Figure 1. M1 wires (run 1).
The bar under the picture is 50 um long. Supply wires on this layer in grey.
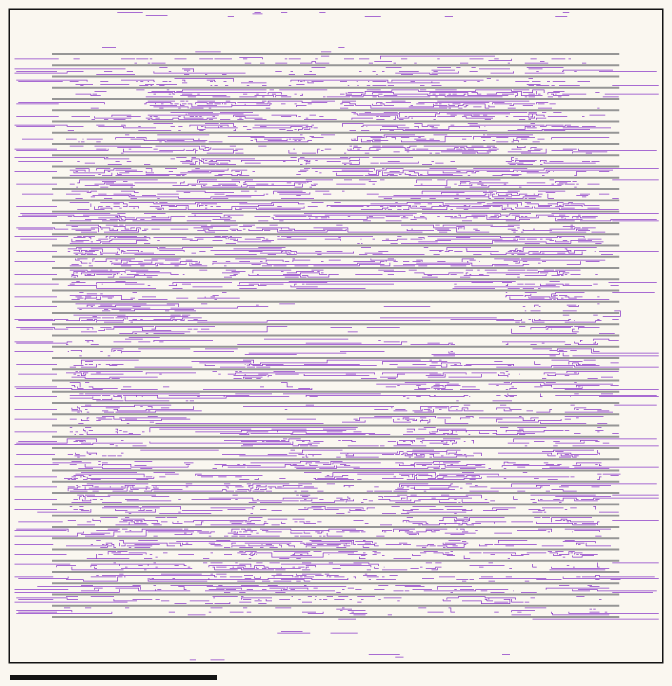
Figure 2. The metal 2 layer (run 1).
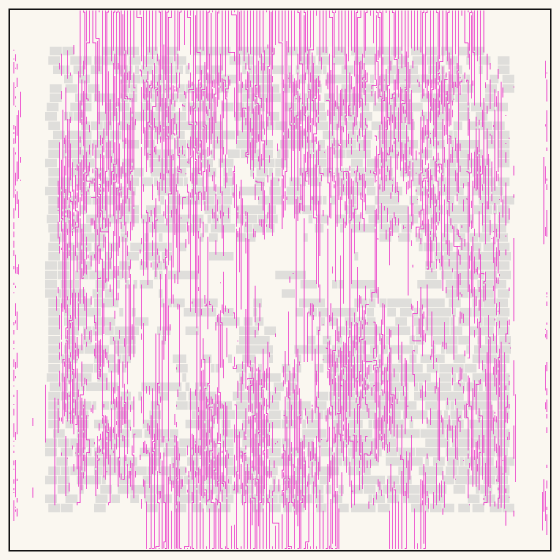
Figure 3. M3 wires (run 1).
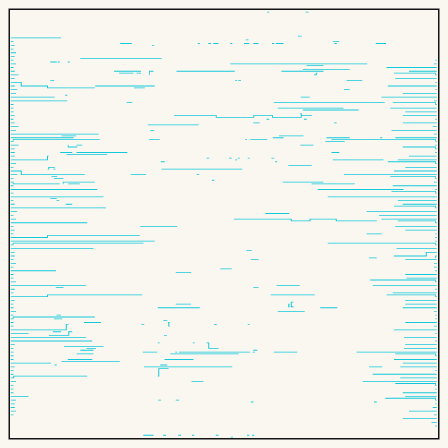
--- config.mk ---
export PLATFORM = sky130hd
export DESIGN_NAME = mem_port_arbiter
export DESIGN_NICKNAME = d
export VERILOG_FILES = /design/src/rtl/mem_arb_pkg.sv /design/src/rtl/rr_arbiter.sv /design/src/rtl/mem_port_arbiter.sv
export SDC_FILE = /design/constraint.sdc
export NUM_CORES = 1
export LEC_CHECK = 0
export ABC_AREA = 0
export CORE_MARGIN = 10
export CORE_UTILIZATION = 40
export CTS_CLUSTER_SIZE = 24
export DETAILED_ROUTE_END_ITERATION = 7
export GPL_TIMING_DRIVEN = 0
export MAX_ROUTING_LAYER = met4
export PLACE_DENSITY = 0.85
export SYNTH_ARGS = -nofsm -noshare
export SYNTH_HDL_FRONTEND = slang
export SYNTH_SLANG_ARGS = --single-unit
--- constraint.sdc ---
create_clock -name clock -period 4.15 [get_ports clock]
set_input_delay 1.0375 -clock clock [delete_from_list [all_inputs] [get_ports clock]]
set_output_delay 1.0375 -clock clock [all_outputs]
set_load 0.01 [all_outputs]
--- src/rtl/mem_arb_pkg.sv ---
// Shared types for the memory port arbiter: command record and read-return tag.
// Struct field widths follow the default build widths below.
package mem_arb_pkg;

  localparam int unsigned N_CLIENTS_DEF = 4;
  localparam int unsigned ADDR_W_DEF    = 32;
  localparam int unsigned DATA_W_DEF    = 32;
  localparam int unsigned ID_W          = $clog2(N_CLIENTS_DEF);

  typedef struct packed {
    logic [ADDR_W_DEF-1:0] addr;
    logic [DATA_W_DEF-1:0] wdata;
    logic                  we;
  } mem_cmd_t;

  typedef struct packed {
    logic            valid;
    logic [ID_W-1:0] id;
  } rd_tag_t;

endpackage

--- src/rtl/rr_arbiter.sv ---
// Round-robin arbiter: combinational one-hot grant, search starts after the last winner.
module rr_arbiter #(
  parameter int unsigned N = 4
) (
  input  logic         clock,
  input  logic         reset,
  input  logic [N-1:0] req,
  output logic [N-1:0] grant
);

  localparam int unsigned PtrW = $clog2(N);

  logic [PtrW-1:0] ptr_q;
  logic [PtrW-1:0] winner;
  logic [PtrW-1:0] idx;
  logic            found;

  always_comb begin
    grant  = '0;
    winner = ptr_q;
    idx    = '0;
    found  = 1'b0;
    for (int unsigned off = 1; off <= N; off++) begin
      idx = PtrW'((32'(ptr_q) + off) % N);
      // No grants while in reset so no handshake is silently dropped.
      if (!found && !reset && req[idx]) begin
        found      = 1'b1;
        grant[idx] = 1'b1;
        winner     = idx;
      end
    end
  end

  always_ff @(posedge clock) begin
    if (reset) begin
      ptr_q <= PtrW'(N - 1);
    end else if (found) begin
      ptr_q <= winner;
    end
  end

endmodule

--- src/rtl/mem_port_arbiter.sv ---
// Shares one single-ported memory between N_CLIENTS requesters with round-robin
// arbitration, a registered command stage and tagged, in-order read returns.
module mem_port_arbiter
  import mem_arb_pkg::*;
#(
  parameter int unsigned N_CLIENTS  = N_CLIENTS_DEF,
  parameter int unsigned ADDR_W     = ADDR_W_DEF,
  parameter int unsigned DATA_W     = DATA_W_DEF,
  parameter int unsigned RD_LATENCY = 1
) (
  input  logic                        clock,
  input  logic                        reset,
  input  logic [N_CLIENTS-1:0]        req_valid,
  input  logic [N_CLIENTS-1:0]        req_we,
  input  logic [N_CLIENTS*ADDR_W-1:0] req_addr,
  input  logic [N_CLIENTS*DATA_W-1:0] req_wdata,
  output logic [N_CLIENTS-1:0]        req_ready,
  output logic [N_CLIENTS-1:0]        rsp_valid,
  output logic [DATA_W-1:0]           rsp_data,
  output logic [ADDR_W-1:0]           mem_address,
  output logic [DATA_W-1:0]           mem_write_data,
  output logic                        mem_write_en,
  output logic                        mem_read_en,
  input  logic [DATA_W-1:0]           mem_read_data
);

  logic [N_CLIENTS-1:0] grant;
  mem_cmd_t             win_cmd;
  logic [ID_W-1:0]      win_id;

  mem_cmd_t             cmd_q;
  logic                 cmd_valid_q;
  logic [ID_W-1:0]      id_q;
  rd_tag_t              tag_q [RD_LATENCY];
  logic [N_CLIENTS-1:0] rsp_valid_q;
  logic [DATA_W-1:0]    rsp_data_q;

  rr_arbiter #(
    .N (N_CLIENTS)
  ) u_rr_arbiter (
    .clock (clock),
    .reset (reset),
    .req   (req_valid),
    .grant (grant)
  );

  assign req_ready = grant;

  always_comb begin
    win_cmd = '0;
    win_id  = '0;
    for (int unsigned i = 0; i < N_CLIENTS; i++) begin
      if (grant[i]) begin
        win_cmd.addr  = req_addr[i*ADDR_W +: ADDR_W];
        win_cmd.wdata = req_wdata[i*DATA_W +: DATA_W];
        win_cmd.we    = req_we[i];
        win_id        = ID_W'(i);
      end
    end
  end

  always_ff @(posedge clock) begin
    if (reset) begin
      cmd_q       <= '0;
      cmd_valid_q <= 1'b0;
      id_q        <= '0;
      rsp_valid_q <= '0;
      rsp_data_q  <= '0;
      for (int unsigned i = 0; i < RD_LATENCY; i++) begin
        tag_q[i] <= '0;
      end
    end else begin
      cmd_valid_q <= |grant;
      // Address and data only move on a handshake; idle cycles keep the last command.
      if (|grant) begin
        cmd_q <= win_cmd;
        id_q  <= win_id;
      end
      tag_q[0] <= '{valid: mem_read_en, id: id_q};
      for (int unsigned i = 1; i < RD_LATENCY; i++) begin
        tag_q[i] <= tag_q[i-1];
      end
      rsp_valid_q <= tag_q[RD_LATENCY-1].valid ?
                     (N_CLIENTS'(1) << tag_q[RD_LATENCY-1].id) : '0;
      if (tag_q[RD_LATENCY-1].valid) begin
        rsp_data_q <= mem_read_data;
      end
    end
  end

  assign mem_address    = cmd_q.addr;
  assign mem_write_data = cmd_q.wdata;
  assign mem_write_en   = cmd_valid_q & cmd_q.we;
  assign mem_read_en    = cmd_valid_q & ~cmd_q.we;
  assign rsp_valid      = rsp_valid_q;
  assign rsp_data       = rsp_data_q;

endmodule

==> impl_metrics.ini, run 1 <==
; yosys + openroad results
[power_and_ir_drop]
p_int_mw = 3.980
finalPower_mw = 7.197
p_switching_mw = 3.217
leakagePower_nw = 4.782
p_clk_frac = 0.134
power_frac_comb = 0.664
power_per_cell_area_mw_per_mm2 = 581.2
pg_seq_mw = 1.45
comb_cell_power_mw = 4.78
swShare = 0.4470
largestPowerGroup = combinational cells
clock_power_mw = 0.965

[placement]
dp.cells = 1523
gp_congestion = 0.9904
dpl_worst_slack_ns = -0.9963
hpwl_mm = 28.02
io_buffers = 403
dpl_cell_area_mm2 = 0.01189

[sta]
setup_viol = 0
hold-worst-slack_ns = 0.4510
fin_skew_ns = 0.02142
finalHoldViolations = 0
fmax_mhz = 243.7
finalCritPeriodShare = 0.9889
drv_slew = 0
worst_slack_ns = 0.04611
worst_pin_slew_ns = 0.7532
maxSlewHeadroom = 0.4978

[setup_path]
cp_num_buf_inv = 4
cp_top_family = buffers and inverters
worst_path_max_delay_cell = mux4_2
critPathKind = in2out
required_ns = 3.11
r2r_end = mem_address[19]$_SDFFE_PP0P_
slowest_delay_ns = 0.54
crit_cells = 8
r2r_cells = 14
endpoint_kind = output pin
cp-endpoint = req_ready[3]
start_kind = primary input
cp_data_arrival_time_ns = 3.07
path_common_cell = dlygate4sd2_1
cp-startpoint = req_valid[1]
r2r-start = u_rr_arbiter.ptr_q[0]$_SDFFE_PP1P_
cp_max_fo = 10
rrSetupSlack_ns = 0.46

[logic_synthesis]
ys_top_logic_family = AND-OR/OR-AND gates
synthArstFlopShare = 0
fa_ha_area_frac = 0.01158
aoi_share = 0.3884
syn_inst = 886
ys_warn_count = 0
ys_seq_share = 0.2885
ff_type = dfxtp_1
ys_ff = 109
ys_top_cells_by_area = dfxtp_1 (29%), o31ai_2 (8.3%), a311oi_1 (7.5%), a41oi_1 (7.5%), buf_4 (6.6%)
top_cell_area_share = 0.2885
post-synth-top-count-cell = dfxtp_1
largest_area_cell = dfxtp_1
ys_sh_xor = 0.001158
yosys_area_mm2 = 0.007564
simple_gate_area_frac = 0.08404
common_cells = dfxtp_1 (109), nor2_1 (103), clkbuf_1 (69), inv_1 (69), a31oi_1 (67)
post_synth_num_cell_types = 46
synth-edff-count = 0
ys_cells = 886
syn_area_per_cell_um2 = 8.537
muxShareOfSynthArea = 0.06088

[finish]
comb_area_mm2 = 0.004198
nNonClkInverters = 73
nNonClkBuffers = 583
fin_area_mm2 = 0.01238
layout_top_cell = clkdlybuf4s50_1
stdcell_count = 1553
logic_gate_count = 535
buffer_area_frac = 0.4117
seqCellArea_mm2 = 0.002183
insertedDiodeCount = 3
comb_area_frac = 0.3390
area_growth_pct = 63.71
largest_cell_class = buffers
clkCellAreaFrac = 0.02637
utilization = 0.6642
seq_share = 0.1763
layout.nets = 1616
clkbuf_count = 9
layout-drive-gt1-share = 0.1482
final_cell_mix = clkdlybuf4s50_1 (395), dfxtp_1 (108), nor2_1 (103)

[global_route]
overflow = 0
grt_pass1_vias = 9233
met3_usage = 0.07233
grt_use_total = 0.2775
grt_pass1_wl_mm = 52.10
grt-busiest-layer = met2

[route]
antenna_left = 0
dr.pass1.iters = 5
top_layer = met4
drc = 0
drt-met1-wl_mm = 13.80
wl_met2_mm = 17.01
drt_iter0_markers = 556
wl_met3_mm = 3.046
avgRoutedWirePerCell_um = 22.86
routed_via_density = 5.747

[clocking]
cts_resized = 25
cts_tree = yes
ctsHoldBuffers = 0
clk_pin_slew_ns = 0.08
cts-buffers-inserted = 9
clock_sinks = 109
htreeDepth = 3
cts_setup_buffers = 11
clk_latency_ns = 0.38
cts_root_buf = clkbuf_16

[die]
die_h_um = 157.5
core_mm2 = 0.01864
taps = 234
row_count = 50
ioPinCount = 404
fp_util = 0.4057

[job]
warning_count = 32
cap_violations = 0

[worst_hold_path]
holdPathStages = 2
min_to = tag_q[0][0]$_SDFF_PP0_
min_from = id_q[0]$_SDFFE_PP0P_

[status]
status = finished clean
## Picture notes: Figure 1
nets with wire on the layer: 1504
main direction: horizontal
share of all routed wire: 39%

## Picture notes: Figure 2
nets with wire on the layer: 1399
longest straight run: 48.3 um
main direction: vertical
share of all routed wire: 48%

## Picture notes: Figure 3
nets with wire on the layer: 308
share of all routed wire: 8.6%
longest straight run: 52.7 um
Vias: 8925
final wirelength: 35.50 mm

--- run 2 (diff from run 1) ---
--- a/config.mk
+++ b/config.mk
@@ -6,13 +6,14 @@
 export NUM_CORES = 1
 export LEC_CHECK = 0
 export ABC_AREA = 0
-export CORE_MARGIN = 10
-export CORE_UTILIZATION = 40
+export CORE_AREA = 10 10 148 150
 export CTS_CLUSTER_SIZE = 24
 export DETAILED_ROUTE_END_ITERATION = 7
+export DIE_AREA = 0 0 158 160
 export GPL_TIMING_DRIVEN = 0
 export MAX_ROUTING_LAYER = met4
-export PLACE_DENSITY = 0.85
+export PLACE_DENSITY = 0.75
 export SYNTH_ARGS = -nofsm -noshare
 export SYNTH_HDL_FRONTEND = slang
+export SYNTH_HIERARCHICAL = 1
 export SYNTH_SLANG_ARGS = --single-unit
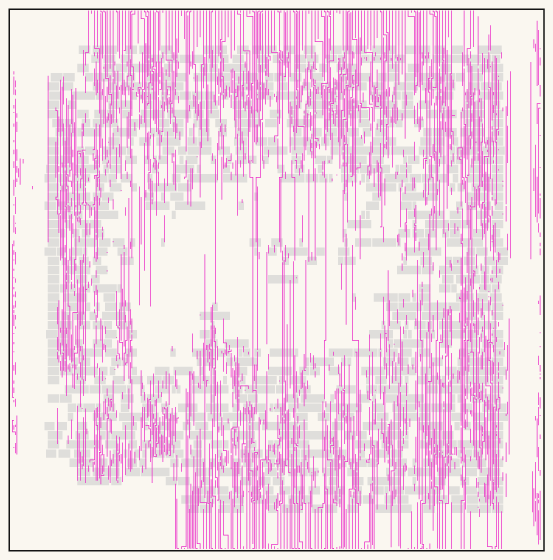
Figure 4: run 2, the metal 2 layer.
wire length on this layer: 15600 um
longest straight run: 72.1 um
main direction: vertical
share of all routed wire: 51%
final wirelength: 30.61 mm
met2 GRT Util: 0.3989
Vias: 7034

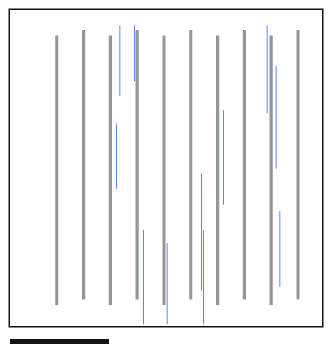
Figure 5: run 2, met4 routing.
The bar under the picture is 50 um long. Supply wires on this layer in grey.
wire length on this layer: 473 um
main direction: vertical

==> impl_metrics.ini, run 2 <==
; yosys + openroad results
[status]
status = finished clean

[route]
dr.pass1.iters = 7
drc = 0
avgRoutedWirePerCell_um = 23.32
top_layer = met4
drt_iter0_markers = 370
antenna_left = 0
wl_met3_mm = 2.630
drt-met1-wl_mm = 11.93
wl_met2_mm = 15.58
routed_via_density = 5.357

[setup_path]
cp_num_buf_inv = 3
slowest_delay_ns = 0.41
rrSetupSlack_ns = 0.27
r2r-start = u_rr_arbiter/ptr_q[0]$_SDFFE_PP1P_
critPathKind = reg2out
cp-startpoint = u_rr_arbiter/ptr_q[0]$_SDFFE_PP1P_
endpoint_kind = output pin
path_common_cell = mux2_2
r2r_cells = 13
r2r_end = mem_write_data[6]$_SDFFE_PP0P_
cp_data_arrival_time_ns = 2.97
start_kind = flop
required_ns = 3.11
cp_top_family = multiplexers
worst_path_max_delay_cell = dfxtp_4
crit_cells = 9
cp-endpoint = req_ready[1]
cp_max_fo = 10

[logic_synthesis]
aoi_share = 0.3393
ys_seq_share = 0.3682
ff_type = dfxtp_1
post-synth-top-count-cell = dfxtp_1
largest_area_cell = dfxtp_1
ys_warn_count = 6
post_synth_num_cell_types = 45
common_cells = dfxtp_1 (109), o21ai_0 (68), a22oi_1 (67)
ys_ff = 109
yosys_area_mm2 = 0.005926
fa_ha_area_frac = 0.01689
ys_top_cells_by_area = dfxtp_1 (37%), o221ai_1 (9.3%), a22oi_1 (8.5%), buf_4 (8.2%), a31oi_1 (6.7%)
muxShareOfSynthArea = 0.07200
syn_area_per_cell_um2 = 9.047
ys_top_logic_family = AND-OR/OR-AND gates
synthArstFlopShare = 0
ys_cells = 655
ys_sh_xor = 0.001478
top_cell_area_share = 0.3682
simple_gate_area_frac = 0.06039
syn_inst = 655
synth-edff-count = 0

[sta]
fin_skew_ns = 0.009170
setup_viol = 0
maxSlewHeadroom = 0.5583
hold-worst-slack_ns = 0.4733
finalHoldViolations = 0
fmax_mhz = 249.3
drv_slew = 0
worst_slack_ns = 0.1384
finalCritPeriodShare = 0.9667

[power_and_ir_drop]
p_switching_mw = 3.018
pg_seq_mw = 1.55
p_clk_frac = 0.135
power_per_cell_area_mw_per_mm2 = 654.3
finalPower_mw = 6.958
clock_power_mw = 0.940
swShare = 0.4338
largestPowerGroup = combinational cells
leakagePower_nw = 3.876
comb_cell_power_mw = 4.47
power_frac_comb = 0.642
p_int_mw = 3.940

[finish]
fill_cells = 1795
nNonClkInverters = 11
nNonClkBuffers = 537
comb_area_frac = 0.2780
layout.nets = 1376
buffer_area_frac = 0.4551
insertedDiodeCount = 0
seqCellArea_mm2 = 0.002186
seq_share = 0.2055
comb_area_mm2 = 0.002957
logic_gate_count = 402
utilization = 0.5574
largest_cell_class = buffers
stdcell_count = 1313
final_cell_mix = clkdlybuf4s50_1 (394), dfxtp_1 (108), o21ai_0 (68), buf_4 (68), a22oi_1 (67)
clkCellAreaFrac = 0.02953
layout_top_cell = clkdlybuf4s50_1
area_growth_pct = 79.48
layout-drive-gt1-share = 0.1098

[placement]
gp_congestion = 0.8710
dp.cells = 1296
dpl_worst_slack_ns = -0.9035
dpl_cell_area_mm2 = 0.01026
io_buffers = 403

[global_route]
grt-busiest-layer = met2
overflow = 0
grt_pass1_vias = 7094
met3_usage = 0.06527
grt_use_total = 0.2306

[clocking]
cts-buffers-inserted = 9
cts_root_buf = clkbuf_16
ctsHoldBuffers = 0
clk_latency_ns = 0.36
cts_resized = 21
cts_tree = yes
clock_sinks = 109
htreeDepth = 3
cts_setup_buffers = 1
clk_pin_slew_ns = 0.08

[die]
die_h_um = 160
row_count = 51
taps = 238
ioPinCount = 404
fp_util = 0.3106
core_mm2 = 0.01908

[worst_hold_path]
min_from = tag_q[0][1]$_SDFF_PP0_
holdPathStages = 1
min_to = rsp_valid[1]$_SDFF_PP0_

[job]
warning_count = 33
cap_violations = 0
